Fig. 1: close-up of the layout
Bar = 10 um. Window x 10 to 40, y 10 to 40 um. Cells in gray, sequential cells in the stronger gray; small squares are vias.
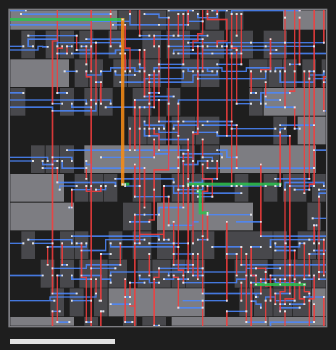
Fig. 2: M1 wires
Supply wires on this layer in gray.
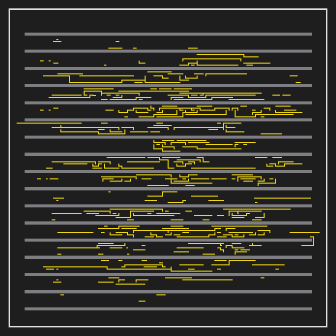
Fig. 3: signal wires by layer
Only two layers are drawn.
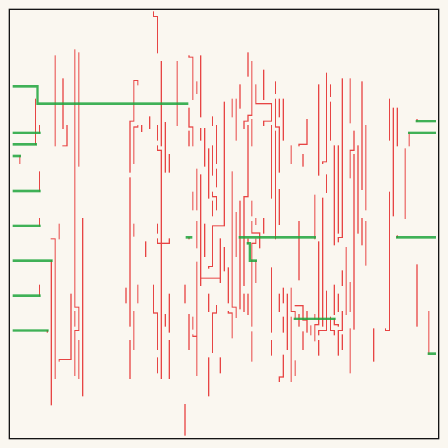
==> config.mk <==
export PLATFORM = sky130hd
export DESIGN_NAME = bit_serializer
export DESIGN_NICKNAME = d
export VERILOG_FILES = /design/src/rtl/serial_pkg.sv /design/src/rtl/serial_hold_reg.sv /design/src/rtl/bit_serializer.sv
export SDC_FILE = /design/constraint.sdc
export NUM_CORES = 1
export LEC_CHECK = 0
export ABC_AREA = 1
export CORE_MARGIN = 2
export CORE_UTILIZATION = 50
export CTS_CLUSTER_SIZE = 10
export DETAILED_ROUTE_END_ITERATION = 8
export PLACE_DENSITY = 0.78
export SETUP_SLACK_MARGIN = 0.2
export SYNTH_ARGS = -nofsm -noshare
export SYNTH_HDL_FRONTEND = slang
export SYNTH_HIERARCHICAL = 1
export SYNTH_SLANG_ARGS = --single-unit
==> constraint.sdc <==
create_clock -name clk -period 2.7 [get_ports clk]
set_clock_uncertainty 0.2 [all_clocks]
set_input_delay 0.27 -clock clk [delete_from_list [all_inputs] [get_ports clk]]
set_output_delay 0.27 -clock clk [all_outputs]
set_load 0.01 [all_outputs]
==> results_tabular.tex <==
% Yosys + OpenROAD metrics
\begin{tabular}{lr}
\hline
Metric & Value \\
\hline
\multicolumn{2}{l}{\textbf{Outcome}} \\
Outcome & finished clean \\
\multicolumn{2}{l}{\textbf{Pwr}} \\
Worst vdd ir & 458 uV \\
Power per cell area & between 800 and 900 nW/um2 \\
Static leakage & just under 0.0006 uW \\
\multicolumn{2}{l}{\textbf{Setup path}} \\
Critical path class & register to output port \\
Sort of element at the end of the critical path & output port \\
CP max FO & 12 \\
R2R setup slack & between 800 and 900 ps \\
Kind of launch point of the worst setup path & register \\
\multicolumn{2}{l}{\textbf{Timing}} \\
Worst setup margin & 615 ps \\
Final period demand of the worst path & between 2000 and 2500 ps \\
Fmax achieved & 0.480 GHz \\
Number of pins with negative max-slew slack in the final report & 0 \\
\multicolumn{2}{l}{\textbf{Clock network}} \\
Clock buffer count from CTS & 3 \\
Number of resized instances in the post-cts repair step & 0 \\
Deepest level of the CTS H-tree & 1 \\
Number of hold buffers added after CTS & 0 \\
Postcts setup bufs & 0 \\
CTS tree & yes \\
\multicolumn{2}{l}{\textbf{Floorplan}} \\
DIE WIDTH & around 50 um \\
Core area & between 1500 and 2000 um2 \\
FP Rows & 16 \\
\multicolumn{2}{l}{\textbf{Synth}} \\
Post-Synthesis Cells & around 120 \\
Library cells used by synthesis & 17 \\
Top cells by instance count after synthesis & nand2\_1 (42), nand3\_1 (21), dfrtp\_1 (15), edfxtp\_1 (8) \\
Average cell area after synthesis & 8.77 um2 \\
Share of the synthesized area in the top cell type & $\sim$35\% \\
Count of instantiated cells in the yosys netlist & 121 \\
Post-synth tally of flip-flops with integrated enable & 8 \\
Most repeated cell in the gate-level netlist after synthesis & nand2\_1 \\
\multicolumn{2}{l}{\textbf{Placement}} \\
GPL Wtd Cong & 0.745 \\
Number of cells after detailed placement & about 160 \\
Worst slack, placed & 819 ps \\
I/O Buffers & 14 \\
\multicolumn{2}{l}{\textbf{Global route}} \\
Global-route wire length before repair & 3410 um \\
Initial antenna violation count & 0 \\
Remaining global-route overflow & 0 \\
\multicolumn{2}{l}{\textbf{Drt}} \\
Per-cell via count in the routed design & around 5.1 \\
Post-route DRC & 0 \\
First-pass iteration count of the detailed router & 4 \\
Violation count after the first detailed-route iteration & 14 \\
\multicolumn{2}{l}{\textbf{Cells and area}} \\
Layout area overhead & 18.0\% \\
Nets & 150 \\
Number of inserted diodes & 0 \\
\multicolumn{2}{l}{\textbf{Min path}} \\
Class of the tightest hold or removal check & primary input to async pin \\
\multicolumn{2}{l}{\textbf{Run}} \\
Maxcap violations & 0 \\
\hline
\end{tabular}
Back to the opening pictures, Fig. 1:
Key: blue = M1; green = M3; red = M2; orange = M4
93 logic cells have their middle in the window. Most frequent: nand2_1 (37), nand3_1 (21), nand4_1 (7). Sequential cells in the window: 8.

Back to the opening pictures, Fig. 2:
129 nets have wire on it. The wires run mostly horizontal.
GR met1 Demand/Resource: 22.6%
final routed wirelength across all metal layers: 1910 um
DR vias: 838

Back to the opening pictures, Fig. 3:
Key: green = M3 [wire length 72.3 um]; red = M2 [wire length 946 um]
average detailed-routed wire length per instance: 11.7 um
overall global routing resource usage: 17.7%

==> power by group <==
group	total, uW	switching, uW	internal (uW)
Combinational	414	255	159
Sequential	556	84.6	471
Clock	153	97.7	55.2
==> kinds of logic after synthesis <==
logic type	share of synthesized area [%]
and+or+nand+nor	35.4
DFF	58.0
buffers and inverters	4.48
AOI/OAI and AO/OA	0.942
adders and majority gates	1.18
==> per-layer routing <==
layer	vias up	share of wire (%)	global-route usage, %
met3	2	3.8	2.73
li1	435	-	-
met1	381	46	22.6
met5	-	0	0
met2	20	50	29.8
met4	0	0.78	6.94
==> critical path: stages, from the launching register on <==
cell and delay [ps]:
dfrtp_1 530, inv_2 200, clkdlybuf4s50_1 570
==> metrics by stage <==
stage	power (uW)	utilization [%]	hold WS (ps)
2_1_floorplan	847	-	-226
3_3_place_gp	960	61.8	281
3_5_place_dp	980	61.8	283
4_1_cts	1130	63.2	169
5_1_grt	1230	63.2	185
6_report	1120	63.2	155
==> final cells by class <==
class | count | area, um2
clock inverters | 1 | 5.00
repair buffers | 15 | 148
inverters | 8 | 30.0
multi-input cells | 87 | 398
clock buffers | 3 | 22.5
fillers | 176 | 729
well taps | 27 | 33.8
flip-flops and latches | 23 | 616
==> cells in the final DEF (no fill, tap or decap) <==
cell type | synthesis | final
nand4_1 | 7 | 7
nor3_1 | 1 | 1
inv_1 | 6 | 6
ha_1 | 1 | 1
o21ai_0 | 1 | 1
nor2_2 | 1 | 1
dfrtp_1 | 15 | 15
nor2_1 | 7 | 7
edfxtp_1 | 8 | 8
buf_4 | 1 | 1
clkdlybuf4s50_1 | 0 | 14
clkbuf_4 | 0 | 3
o21ai_1 | 1 | 1
nand2_2 | 4 | 4
or2_0 | 1 | 1
nand2_1 | 42 | 42
clkinv_2 | 0 | 1
inv_2 | 2 | 2
nand3_1 | 21 | 21
Power is estimated from default activity; no workload was simulated.
